==> src/rtl/demux_striping_if.sv <==
// Bundle between the word source and the lane striper: one input word
// stream and two lane outputs, plus the selector that shows which lane
// takes the next word.
// Optional macro: STRIPING_STATS_EN adds per-lane word counters and a
// realign pulse.
interface demux_striping_if #(
    parameter int DATA_W = 32
);
    logic [DATA_W-1:0] data_in;
    logic              valid_in;
    logic [DATA_W-1:0] data_out0;
    logic              valid_out0;
    logic [DATA_W-1:0] data_out1;
    logic              valid_out1;
    logic              lane_sel;
`ifdef STRIPING_STATS_EN
    logic [15:0]       word_cnt0;
    logic [15:0]       word_cnt1;
    logic              realign_pulse;
`endif

    // Word source side: drives the stream and observes the lanes.
    modport master (
        output data_in,
        output valid_in,
        input  data_out0,
        input  valid_out0,
        input  data_out1,
        input  valid_out1,
`ifdef STRIPING_STATS_EN
        input  word_cnt0,
        input  word_cnt1,
        input  realign_pulse,
`endif
        input  lane_sel
    );

    // Striper side: consumes the stream and drives the lanes.
    modport slave (
        input  data_in,
        input  valid_in,
        output data_out0,
        output valid_out0,
        output data_out1,
        output valid_out1,
`ifdef STRIPING_STATS_EN
        output word_cnt0,
        output word_cnt1,
        output realign_pulse,
`endif
        output lane_sel
    );
endinterface

==> src/rtl/demux_striping.sv <==
// Transmit-side lane striper. Consecutive valid words arriving at clk_2f
// are written alternately to lane 0 and lane 1. Each lane output is held
// valid for two clk_2f cycles so clk_f logic downstream can sample it.
// After IDLE_REALIGN idle cycles the selector returns to lane 0 so every
// new burst starts on lane 0.
// Optional macro: STRIPING_STATS_EN adds word_cnt0/word_cnt1 (saturating
// per-lane word counts) and realign_pulse (one cycle whenever an idle
// realign moves the selector from lane 1 back to lane 0).
module demux_striping #(
    parameter int DATA_W       = 32,
    parameter int IDLE_REALIGN = 2
) (
    input  logic            clk_2f,
    input  logic            reset_L,
    demux_striping_if.slave bus
);

    localparam logic [3:0] REALIGN_CNT = 4'(IDLE_REALIGN);

    // Idle counter increment that stops at the realign threshold.
    function automatic logic [3:0] idle_inc(input logic [3:0] cnt);
        if (cnt >= REALIGN_CNT) begin
            return cnt;
        end else begin
            return cnt + 4'd1;
        end
    endfunction

    // Word counter increment that stops at all-ones.
    function automatic logic [15:0] cnt_inc(input logic [15:0] cnt);
        if (cnt == 16'hFFFF) begin
            return cnt;
        end else begin
            return cnt + 16'd1;
        end
    endfunction

    logic [DATA_W-1:0] data0_r;
    logic [DATA_W-1:0] data1_r;
    logic              valid0_r;
    logic              valid1_r;
    logic              hold0_r;
    logic              hold1_r;
    logic              lane_sel_r;
    logic [3:0]        idle_cnt_r;

    logic              wr0_s;
    logic              wr1_s;
    logic              lane_sel_s;
    logic [3:0]        idle_cnt_s;
    logic              realign_s;

    // Lane write strobes and selector / idle-counter next state.
    always_comb begin
        wr0_s      = 1'b0;
        wr1_s      = 1'b0;
        lane_sel_s = lane_sel_r;
        idle_cnt_s = idle_cnt_r;
        realign_s  = 1'b0;
        if (bus.valid_in) begin
            wr0_s      = ~lane_sel_r;
            wr1_s      = lane_sel_r;
            lane_sel_s = ~lane_sel_r;
            idle_cnt_s = 4'd0;
        end else begin
            idle_cnt_s = idle_inc(idle_cnt_r);
            if (idle_cnt_s == REALIGN_CNT) begin
                lane_sel_s = 1'b0;
                realign_s  = lane_sel_r;
            end else begin
                lane_sel_s = lane_sel_r;
            end
        end
    end

    // Lane registers: write on strobe, otherwise stretch valid one extra cycle.
    always_ff @(posedge clk_2f or negedge reset_L) begin
        if (!reset_L) begin
            data0_r    <= '0;
            data1_r    <= '0;
            valid0_r   <= 1'b0;
            valid1_r   <= 1'b0;
            hold0_r    <= 1'b0;
            hold1_r    <= 1'b0;
            lane_sel_r <= 1'b0;
            idle_cnt_r <= 4'd0;
        end else begin
            lane_sel_r <= lane_sel_s;
            idle_cnt_r <= idle_cnt_s;
            if (wr0_s) begin
                data0_r  <= bus.data_in;
                valid0_r <= 1'b1;
                hold0_r  <= 1'b1;
            end else if (hold0_r) begin
                hold0_r  <= 1'b0;
            end else begin
                valid0_r <= 1'b0;
            end
            if (wr1_s) begin
                data1_r  <= bus.data_in;
                valid1_r <= 1'b1;
                hold1_r  <= 1'b1;
            end else if (hold1_r) begin
                hold1_r  <= 1'b0;
            end else begin
                valid1_r <= 1'b0;
            end
        end
    end

    assign bus.data_out0  = data0_r;
    assign bus.valid_out0 = valid0_r;
    assign bus.data_out1  = data1_r;
    assign bus.valid_out1 = valid1_r;
    assign bus.lane_sel   = lane_sel_r;

`ifdef STRIPING_STATS_EN
    logic [15:0] word_cnt0_r;
    logic [15:0] word_cnt1_r;
    logic        realign_pulse_r;

    // Per-lane word counters and the registered realign pulse.
    always_ff @(posedge clk_2f or negedge reset_L) begin
        if (!reset_L) begin
            word_cnt0_r     <= 16'd0;
            word_cnt1_r     <= 16'd0;
            realign_pulse_r <= 1'b0;
        end else begin
            realign_pulse_r <= realign_s;
            if (wr0_s) begin
                word_cnt0_r <= cnt_inc(word_cnt0_r);
            end else begin
                word_cnt0_r <= word_cnt0_r;
            end
            if (wr1_s) begin
                word_cnt1_r <= cnt_inc(word_cnt1_r);
            end else begin
                word_cnt1_r <= word_cnt1_r;
            end
        end
    end

    assign bus.word_cnt0     = word_cnt0_r;
    assign bus.word_cnt1     = word_cnt1_r;
    assign bus.realign_pulse = realign_pulse_r;
`else
    logic unused_realign_s;
    assign unused_realign_s = realign_s;
`endif

endmodule

==> src/flat_wrapper.sv <==
// flat-port wrapper written by rule: the top's interface ports become plain ports
module demux_striping_flat 
#(
    parameter int DATA_W       = 32,
    parameter int IDLE_REALIGN = 2
)
  (clk_2f, reset_L, bus_data_in, bus_valid_in, bus_data_out0, bus_valid_out0, bus_data_out1, bus_valid_out1, bus_lane_sel);
  demux_striping_if #(.DATA_W(DATA_W)) bus_i ();
  input  logic clk_2f;
  input  logic reset_L;
  input wire logic [$bits(bus_i.data_in)-1:0] bus_data_in;
  input wire logic [$bits(bus_i.valid_in)-1:0] bus_valid_in;
  output wire logic [$bits(bus_i.data_out0)-1:0] bus_data_out0;
  output wire logic [$bits(bus_i.valid_out0)-1:0] bus_valid_out0;
  output wire logic [$bits(bus_i.data_out1)-1:0] bus_data_out1;
  output wire logic [$bits(bus_i.valid_out1)-1:0] bus_valid_out1;
  output wire logic [$bits(bus_i.lane_sel)-1:0] bus_lane_sel;
  assign bus_i.data_in = bus_data_in;
  assign bus_i.valid_in = bus_valid_in;
  assign bus_data_out0 = bus_i.data_out0;
  assign bus_valid_out0 = bus_i.valid_out0;
  assign bus_data_out1 = bus_i.data_out1;
  assign bus_valid_out1 = bus_i.valid_out1;
  assign bus_lane_sel = bus_i.lane_sel;
  demux_striping #(.DATA_W(DATA_W), .IDLE_REALIGN(IDLE_REALIGN)) u_core (.clk_2f(clk_2f), .reset_L(reset_L), .bus(bus_i));
endmodule
==> config.mk <==
export PLATFORM = sky130hd
export DESIGN_NAME = demux_striping_flat
export DESIGN_NICKNAME = d
export VERILOG_FILES = /design/src/rtl/demux_striping_if.sv /design/src/rtl/demux_striping.sv /design/src/flat_wrapper.sv
export SDC_FILE = /design/constraint.sdc
export NUM_CORES = 1
export LEC_CHECK = 0
export ABC_AREA = 1
export ABC_CLOCK_PERIOD_IN_PS = 1800
export CAP_MARGIN = 10
export CELL_PAD_IN_SITES_DETAIL_PLACEMENT = 1
export CELL_PAD_IN_SITES_GLOBAL_PLACEMENT = 1
export CORE_AREA = 4 4 86 108
export CTS_CLUSTER_SIZE = 16
export DETAILED_ROUTE_END_ITERATION = 8
export DIE_AREA = 0 0 90 112
export PLACE_DENSITY_LB_ADDON = 0.08
export SYNTH_ARGS = -nofsm -noshare
export SYNTH_HDL_FRONTEND = slang
export SYNTH_SLANG_ARGS = --single-unit
==> constraint.sdc <==
create_clock -name clk_2f -period 1.8 [get_ports clk_2f]
set_input_delay 0.36 -clock clk_2f [delete_from_list [all_inputs] [get_ports clk_2f]]
set_output_delay 0.36 -clock clk_2f [all_outputs]
set_load 0.02 [all_outputs]
Figure 1. Metal 2.
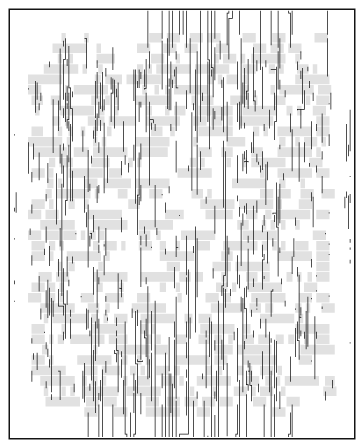
wire length on this layer	3190 um
nets with wire on the layer	356

Figure 2. Clock nets.
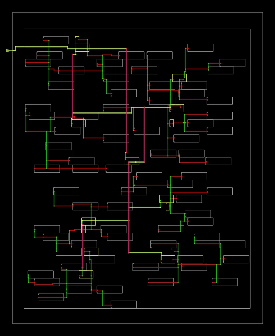
clk_buf instances: 15
num sequential: 73
CTS buffer count: 9

## repair_timing
action | CTS | global route
endpoints found under the hold margin | 27 | 0
hold buffers | 1 | 0
endpoints found under the setup margin | 1 | 0
gates resized | 1 | 0
## per-stage QoR
step | hold WS, ns | setup WS, ns | instances
floorplan | 0.0644 | 0.598 | 281
global placement | 0.310 | 0.202 | 471
detailed placement | 0.307 | 0.175 | 471
CTS | 0.455 | 0.0522 | 487
global route | 0.473 | 0.0250 | 487
finish | 0.449 | 0.0936 | 487
## report_power, final
part / internal [W] / switching [W]
clock network: 0.000535 / 0.000561
registers: 0.00240 / 0.000463
logic: 0.00180 / 0.00204
total: 0.00473 / 0.00306
## sequential cells by signal (all words and copies together), names as in the netlist
signal                 count
u_core.hold0_r             1
u_core.idle_cnt_r          4
u_core.bus.lane_sel        1
u_core.bus.data_out0      32
u_core.bus.valid_out0      1
u_core.hold1_r             1
u_core.bus.valid_out1      1
u_core.bus.data_out1      32
## how the worst max path moves through the flow
stage	startpoint	to	slack [ns]	depth (start not counted)
final	u_core.bus.data_out0[31]	bus_data_out0[31]	0.09	1
after global routing	u_core.bus.valid_out0	bus_valid_out0	0.02	1
after CTS	u_core.bus.data_out0[31]	bus_data_out0[31]	0.05	1
after detailed placement	bus_valid_in	u_core.bus.data_out0[13]	0.18	7
after global placement	bus_valid_in	u_core.bus.data_out0[8]	0.20	7
after floorplan	u_core.idle_cnt_r[0]	u_core.bus.lane_sel	0.60	8
## cell families (layout without fill, tap and decap cells)
group,count (synthesis),after routing,synth area share [%]
AOI/OAI and AO/OA,65,65,14.4
xor gates and xnor gates,1,1,0.304
adders and majority gates,2,2,0.868
buffers and inverters,55,164,8.94
DFF,73,73,63.3
and+or+nand+nor,85,85,12.2
## area by class of cell
type | count | share of cell area [%]
well taps | 97 | 2.91
inverters | 41 | 3.69
repair buffers | 108 | 26.7
multi-input cells | 153 | 19.2
flip-flops and latches | 73 | 43.8
clock buffers | 15 | 3.75
## synthesized netlist by cell type
cell type,instances
inv_2,2
ha_1,2
buf_6,6
nand3_1,2
clkbuf_1,3
o21ai_2,23
buf_2,4
o21ai_1,9
clkbuf_2,1
dfrtp_1,73
nor2_1,7
xnor2_1,1
inv_1,39
nor2_4,1
nand2_2,9
a21boi_0,1
nand2_1,66
o21ai_0,32
## metal layers
metal / up-vias / share of wire [%] / global-route usage [%]
met1: 1020 / 44 / 18.4
met2: 65 / 46 / 23.1
met3: 13 / 8.1 / 5.74
li1: 1074 / - / -
met5: - / 0 / 0
met4: 0 / 1.9 / 6.74
==> reports/results.ini <==
[worst_setup_path]
crit_path_top_delay_cell=clkdlybuf4s50_1
path_class=reg -> out
arrival_ns=1.35
slowest_delay_ns=0.63
critPathTopFamily=buffers and inverters
reg2regPathDepth=8
worst-path-buf-inv=1
startpoint_type=register
r2r_end=u_core.bus.lane_sel

[cts]
clk_latency_ns=0.34
path_clk_slew_ns=0.07
post_cts_buffers=0
ctsLongestPathBuffers=2
cts_tree=yes
cts.sink_count=73
cts-root-buf=clkbuf_8

[final_timing]
finalSetupTns_ns=0
post-route-period-util_pct=94.8
timing.slew.headroom_pct=75.0
clock.fmax_mhz=586

[cells_and_area]
nets=423
final_area_um2=4170
final_layout_size_suffix_gt1_share_pct=13.3
final_cell_mix=clkdlybuf4s50_1 (99), dfrtp_1 (73), nand2_1 (66), inv_1 (39), o21ai_0 (32)
fillers=896
syn2layout_area_growth_pct=44.6

[placed_design]
dp_hpwl_mm=5.01
numPortBuffers=101

[global_routing]
track_usage_pct=14.9
grt_pass1_wl_mm=12.0
grt_pass1_vias=2360
antenna_found_initial=0

[synthesis]
synthCells=281
synth.distinct_cells=18
top_area_share_pct=63.3
avgSynthCellArea_um2=10.3
ys_seq_share_pct=63.3
top_cells_by_area=dfrtp_1 (63%), nand2_1 (8.6%), o21ai_2 (7.0%)
yosys_warnings=0
syn-cell-area_um2=2880
ys_cells=281

[flow_run]
warning_count=27
drv_cap=0

[route]
drt-pass1-iter-count=4
drc=0
postRouteAntennaNets=0
drtIter0Drc=73

[die]
core_area_um2=8190
fp.dieH_um=112
fp-utilization_pct=35.2
rows=37
dieWidth_um=90

[pwr]
power_w=0.00779
power_density_nw_per_um2=1870
peakVddDrop_mv=0.825

[hold_path]
worst_hold_path.num_cells=2
min_path_type=reg -> reg
whs_endpoint=u_core.bus.valid_out0
min_from=u_core.hold0_r

[run_status]
status=finished, final reports clean

